File: config.mk
export PLATFORM = sky130hd
export DESIGN_NAME = run_controller_flat
export DESIGN_NICKNAME = d
export VERILOG_FILES = /design/src/rtl/run_ctrl_pkg.sv /design/src/rtl/run_controller_if.sv /design/src/rtl/sat_counter.sv /design/src/rtl/run_controller.sv /design/src/flat_wrapper.sv
export SDC_FILE = /design/constraint.sdc
export NUM_CORES = 1
export LEC_CHECK = 0
export CAP_MARGIN = 20
export CORE_ASPECT_RATIO = 1.2
export CORE_UTILIZATION = 52
export DETAILED_ROUTE_END_ITERATION = 6
export GPL_TIMING_DRIVEN = 0
export PLACE_DENSITY = 0.79
export SYNTH_ARGS = -nofsm -noshare
export SYNTH_HDL_FRONTEND = slang
export SYNTH_SLANG_ARGS = --single-unit
File: constraint.sdc
create_clock -name CLK -period 2.6 [get_ports CLK]
set_input_delay 0.39 -clock CLK [delete_from_list [all_inputs] [get_ports CLK]]
set_output_delay 0.39 -clock CLK [all_outputs]
set_load 0.01 [all_outputs]
File: src/rtl/run_ctrl_pkg.sv
// Shared types for the program-run sequencer.
// Holds the run state encoding and the phase counter width.
package run_ctrl_pkg;

  localparam int PH_CNT_W = 4;

  typedef enum logic [2:0] {
    IDLE,
    INIT,
    RUN,
    DRAIN,
    DONE
  } run_state_t;

endpackage

File: src/rtl/run_controller_if.sv
// Run control bundle between the system/core and run_controller.
// master: system and core side; slave: the controller.
interface run_controller_if #(
  parameter int CNT_W = 16
);

  logic             start;
  logic             halt_req;
  logic             pc_init;
  logic             core_en;
  logic             busy;
  logic             halt;
  logic             timeout;
  logic [CNT_W-1:0] cycle_count;

  modport master (
    output start,
    output halt_req,
    input  pc_init,
    input  core_en,
    input  busy,
    input  halt,
    input  timeout,
    input  cycle_count
  );

  modport slave (
    input  start,
    input  halt_req,
    output pc_init,
    output core_en,
    output busy,
    output halt,
    output timeout,
    output cycle_count
  );

endinterface

File: src/rtl/sat_counter.sv
// Saturating up-counter with synchronous clear.
// Clear has priority over enable; the count sticks at all-ones.
module sat_counter #(
  parameter int W = 16
) (
  input  logic         clk,
  input  logic         rst_n,
  input  logic         clear_i,
  input  logic         en_i,
  output logic [W-1:0] cnt_o
);

  logic [W-1:0] cnt_q;
  logic [W-1:0] cnt_d;

  always_comb begin
    cnt_d = cnt_q;
    if (clear_i) begin
      cnt_d = '0;
    end else if (en_i && (cnt_q != '1)) begin
      cnt_d = cnt_q + W'(1);
    end
  end

  always_ff @(posedge clk or negedge rst_n) begin
    if (!rst_n) begin
      cnt_q <= '0;
    end else begin
      cnt_q <= cnt_d;
    end
  end

  assign cnt_o = cnt_q;

endmodule

File: src/rtl/run_controller.sv
// Program-run sequencer: IDLE -> INIT -> RUN -> DRAIN -> DONE.
// Optional RUN-cycle watchdog enabled by RUN_CTRL_WATCHDOG_EN.
module run_controller
  import run_ctrl_pkg::*;
#(
  parameter int CNT_W        = 16,
  parameter int INIT_CYCLES  = 2,
  parameter int DRAIN_CYCLES = 3,
  parameter int MAX_CYCLES   = 16'hFFFF
) (
  input  logic              CLK,
  input  logic              RST_n,
  run_controller_if.slave   bus
);

  localparam logic [PH_CNT_W-1:0] INIT_LAST =
    PH_CNT_W'(INIT_CYCLES - 1);
  localparam logic [PH_CNT_W-1:0] DRAIN_LAST =
    PH_CNT_W'((DRAIN_CYCLES > 0) ? DRAIN_CYCLES - 1 : 0);
  localparam bit NO_DRAIN = (DRAIN_CYCLES == 0);

  run_state_t          state_q, state_d;
  logic [PH_CNT_W-1:0] ph_q, ph_d;
  logic                to_q, to_d;
  logic                pc_init_q;
  logic                core_en_q;
  logic                busy_q;
  logic                halt_q;
  logic [CNT_W-1:0]    cnt;
  logic                wd_hit;
  logic                cnt_clr;
  logic                cnt_en;

`ifdef RUN_CTRL_WATCHDOG_EN
  assign wd_hit = (cnt == CNT_W'(MAX_CYCLES));
`else
  assign wd_hit = 1'b0;
`endif

  // A watchdog stop must not count the cycle it fires in.
  assign cnt_en  = (state_q == RUN) && !(wd_hit && !bus.halt_req);
  assign cnt_clr = (state_q == IDLE) ||
                   ((state_q == DONE) && bus.start);

  sat_counter #(
    .W (CNT_W)
  ) u_cycle_cnt (
    .clk     (CLK),
    .rst_n   (RST_n),
    .clear_i (cnt_clr),
    .en_i    (cnt_en),
    .cnt_o   (cnt)
  );

  always_comb begin
    state_d = state_q;
    ph_d    = ph_q;
    to_d    = to_q;
    unique case (state_q)
      IDLE: begin
        to_d = 1'b0;
        if (bus.start) begin
          state_d = INIT;
          ph_d    = '0;
        end
      end
      INIT: begin
        if (ph_q == INIT_LAST) begin
          state_d = RUN;
          ph_d    = '0;
        end else begin
          ph_d = ph_q + PH_CNT_W'(1);
        end
      end
      RUN: begin
        if (bus.halt_req) begin
          state_d = NO_DRAIN ? DONE : DRAIN;
          ph_d    = '0;
        end else if (wd_hit) begin
          state_d = DONE;
          to_d    = 1'b1;
        end
      end
      DRAIN: begin
        if (ph_q == DRAIN_LAST) begin
          state_d = DONE;
          ph_d    = '0;
        end else begin
          ph_d = ph_q + PH_CNT_W'(1);
        end
      end
      DONE: begin
        if (bus.start) begin
          state_d = INIT;
          ph_d    = '0;
          to_d    = 1'b0;
        end
      end
      default: begin
        state_d = IDLE;
        ph_d    = '0;
        to_d    = 1'b0;
      end
    endcase
  end

  // Outputs are registered from the next state so they track state_q.
  always_ff @(posedge CLK or negedge RST_n) begin
    if (!RST_n) begin
      state_q   <= IDLE;
      ph_q      <= '0;
      to_q      <= 1'b0;
      pc_init_q <= 1'b0;
      core_en_q <= 1'b0;
      busy_q    <= 1'b0;
      halt_q    <= 1'b0;
    end else begin
      state_q   <= state_d;
      ph_q      <= ph_d;
      to_q      <= to_d;
      pc_init_q <= (state_d == INIT);
      core_en_q <= (state_d == RUN) || (state_d == DRAIN);
      busy_q    <= (state_d == INIT) || (state_d == RUN) ||
                   (state_d == DRAIN);
      halt_q    <= (state_d == DONE);
    end
  end

  assign bus.pc_init     = pc_init_q;
  assign bus.core_en     = core_en_q;
  assign bus.busy        = busy_q;
  assign bus.halt        = halt_q;
  assign bus.timeout     = to_q;
  assign bus.cycle_count = cnt;

endmodule

File: src/flat_wrapper.sv
// flat-port wrapper written by rule: the top's interface ports become plain ports
module run_controller_flat import run_ctrl_pkg::*;
#(
  parameter int CNT_W        = 16,
  parameter int INIT_CYCLES  = 2,
  parameter int DRAIN_CYCLES = 3,
  parameter int MAX_CYCLES   = 16'hFFFF
)
  (CLK, RST_n, bus_start, bus_halt_req, bus_pc_init, bus_core_en, bus_busy, bus_halt, bus_timeout, bus_cycle_count);
  run_controller_if #(.CNT_W(CNT_W)) bus_i ();
  input  logic CLK;
  input  logic RST_n;
  input wire logic [$bits(bus_i.start)-1:0] bus_start;
  input wire logic [$bits(bus_i.halt_req)-1:0] bus_halt_req;
  output wire logic [$bits(bus_i.pc_init)-1:0] bus_pc_init;
  output wire logic [$bits(bus_i.core_en)-1:0] bus_core_en;
  output wire logic [$bits(bus_i.busy)-1:0] bus_busy;
  output wire logic [$bits(bus_i.halt)-1:0] bus_halt;
  output wire logic [$bits(bus_i.timeout)-1:0] bus_timeout;
  output wire logic [$bits(bus_i.cycle_count)-1:0] bus_cycle_count;
  assign bus_i.start = bus_start;
  assign bus_i.halt_req = bus_halt_req;
  assign bus_pc_init = bus_i.pc_init;
  assign bus_core_en = bus_i.core_en;
  assign bus_busy = bus_i.busy;
  assign bus_halt = bus_i.halt;
  assign bus_timeout = bus_i.timeout;
  assign bus_cycle_count = bus_i.cycle_count;
  run_controller #(.CNT_W(CNT_W), .INIT_CYCLES(INIT_CYCLES), .DRAIN_CYCLES(DRAIN_CYCLES), .MAX_CYCLES(MAX_CYCLES)) u_core (.CLK(CLK), .RST_n(RST_n), .bus(bus_i));
endmodule
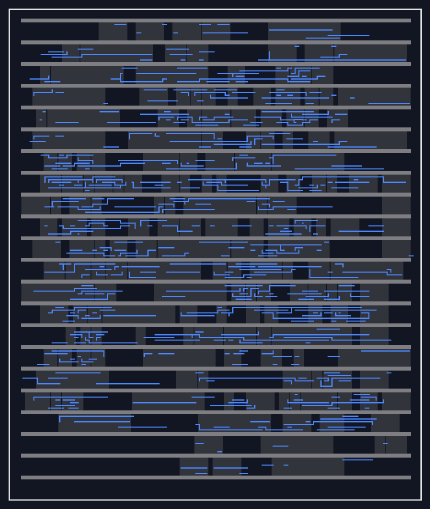
met1.png
Drawn at 8 px/um. Supply wires on this layer in grey. Cells faint in the background.
main direction: horizontal
share of all routed wire: 43%
nets with wire on the layer: 171
GRT met1 Usage: 28.6%
wire length reported by the detailed router: 3200 um
detailed-route via count: 1313

==> run notes <==
Notes from the flow run.

Final layout:
- The largest cell class by area is combinational gates.
- The finished layout holds 222 standard cells, fillers aside.
- The run puts the number of multi-input combinational cells in the layout at 118.
- The run puts the end-of-flow core utilization at 66.2%.
- The library cell used most frequently in the layout, excluding fill and tap cells, is sky130_fd_sc_hd__dfrtp_1.
- The layout report lists the multi-input gate area as 768 um^2.
- In the final layout, clock buffers and inverters account for 1.43% of the cell area.
- In the layout the commonest cells are 27 x sky130_fd_sc_hd__dfrtp_1, 23 x sky130_fd_sc_hd__clkdlybuf4s50_1, 16 x sky130_fd_sc_hd__nand2_1.
- The run gives the number of signal-net buffers in the layout as 34.
- In the final layout, non-clock buffers account for 16.9% of the cell area.
- The flow measured a signed area growth from synthesis to layout of 21.5%.
- Summing all flip-flop and latch instances after layout gives 676 um^2.
- Non-clock inverters in the final layout number 5.
- The run gives the number of flip-flops under the largest register name as 16.

Power and ir drop:
- The run puts the clock network power at 0.000179 W.
- The run puts the power spent charging and discharging nets at 0.000577 W.
- The run puts the sequential group power at 0.000640 W.
- Registers are responsible for between 40 and 50% of the overall power.
- The run puts the clock network fraction of total power at 12.4%.
- The run puts the combinational share of power at 43.4%.
- The run gives the share of total power consumed by net switching as 39.8%.

Critical path:
- The run gives the maximum fanout count along the critical path as 10.
- Together, buffers and inverters on the worst path number 2.
- The worst setup path is captured at a flip-flop.
- The run gives the required time reported for the critical path endpoint as between 2000 and 3000 ps.
- The run puts the number of cells on the critical path at 7.
- The run gives the start-to-end type of the worst setup path as reg2reg.
- The run gives the delay contributed by the slowest stage of the critical path as 480 ps.
- The run gives the sort of element at the start of the critical path as a flip-flop.
- Per the timing report, the most critical flop-to-flop path finishes at u_core.u_cycle_cnt.cnt_o[7].
- Measured in cells, the most critical reg-to-reg path has a length of 7.
- Tracing the worst setup path back leads to its startpoint at u_core.u_cycle_cnt.cnt_o[0].
- The run gives the critical path capture point as u_core.u_cycle_cnt.cnt_o[7].
- The run gives the family with the most delay on the worst path as flip-flops.
- Among all stages on the critical path, the largest delay is contributed by sky130_fd_sc_hd__dfrtp_1.

Clock tree:
- Per the post-CTS timing run, clock transition at the registers of the reported paths is 140 ps.
- CTS placed an instance of sky130_fd_sc_hd__clkbuf_4 at the clock tree root.
- The clock passes through at most 2 buffers.
- TritonCTS built the clock tree.
- The run gives the number of clock buffers inserted by TritonCTS as 3.
- Per the CTS log, the maximum H-tree level is 1.
- The run puts the number of clock sinks at 27.
- Post-CTS timing repair inserted 0 buffers for setup.
- Gates resized during post-CTS repair numbered 0.
- The run puts the count of hold-fix buffers inserted at cts at 0.

Place:
- The run puts the count of input and output buffers at 23.
- The run puts the half-perimeter wire length of the detailed placement result at 2440 um.
- The run gives the instance area at placement as 0.00182 mm^2.

Timing:
- The run gives the final-report setup violation count as 0.
- The run puts the final period demand of the worst path at 2080 ps.
- The run puts the worst hold slack at 377 ps.
- Post-route period utilization is reported as 79.9%.
- The run puts the number of hold-slack violations in the final timing report at 0.
- Setup repair after global routing left no endpoint under its margin.

Outcome:
- The flow ran to the end, and the final reports show no timing, DRC or antenna violations.

Global route:
- The run gives the residual overflow from global routing as 0.
- The run gives the number of antenna violations at the first check in global routing as 0.
- met2 is the most crowded layer.

Logic synthesis:
- The run puts the per-instance average area after synthesis at 9.48 um^2.
- According to the Yosys statistics, the synthesized design has a chip area of 0.00152 mm^2.
- The run gives the async set-reset flop share out of synthesis as 100%.
- The synthesis stats list as the most numerous cell sky130_fd_sc_hd__dfrtp_1.
- The run puts the share of synthesized cell area in and-or and or-and compound cells at between 10% and 20%.
- The run gives the count of instantiated cells in the yosys netlist as 160.
- The run gives the mux cell area share after synthesis as 5.94%.
- After synthesis the netlist holds a flip-flop and latch count of 27.
- The run puts the count of library flops with an enable pin at 0.
- sky130_fd_sc_hd__dfrtp_1 takes more of the synthesized area than any other cell.
- The run puts the number of nets produced by synthesis at about 170.
- Per the synthesis report, the number of distinct cell types is 40.
- The run puts the combined area of all synthesized cells at 0.00152 mm^2.
- The run gives the largest combinational cell category by area as simple AND/OR/NAND/NOR gates.
- The run gives the total number of yosys warnings as 0.
- After synthesis, the cell types taking the most area are sky130_fd_sc_hd__dfrtp_1 45%, sky130_fd_sc_hd__mux2i_1 5.9%, sky130_fd_sc_hd__a21oi_1 5.0%.
- Among all flip-flop cells after synthesis, the most frequent one is sky130_fd_sc_hd__dfrtp_1.

Run:
- Max-cap violations in this run came to 0.

Floorplan:
- The total area inside the core boundary comes to 0.00279 mm^2.
- The run gives the number of primary I/O pins as 25.
- The run puts the overall die area at 0.00314 mm^2.

Routing:
- Per the detail_route log, met3 wirelength is just over 80 um.
- The run gives the final antenna-violating net count as 0.
- Once iteration 0 of detailed routing completed, the report listed 35 DRC markers.

Hold path:
- The type recorded for the worst min-delay path is in2async.
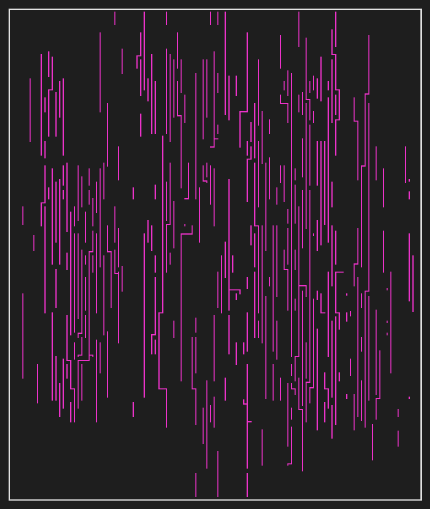
met2.png
Drawn at 8 px/um.
share of all routed wire: 53%
wire length on this layer: 1710 um
longest straight run: 35.4 um
nets with wire on the layer: 164
met2 Use GR: 41.4%

Power and IR drop assume default switching activity.
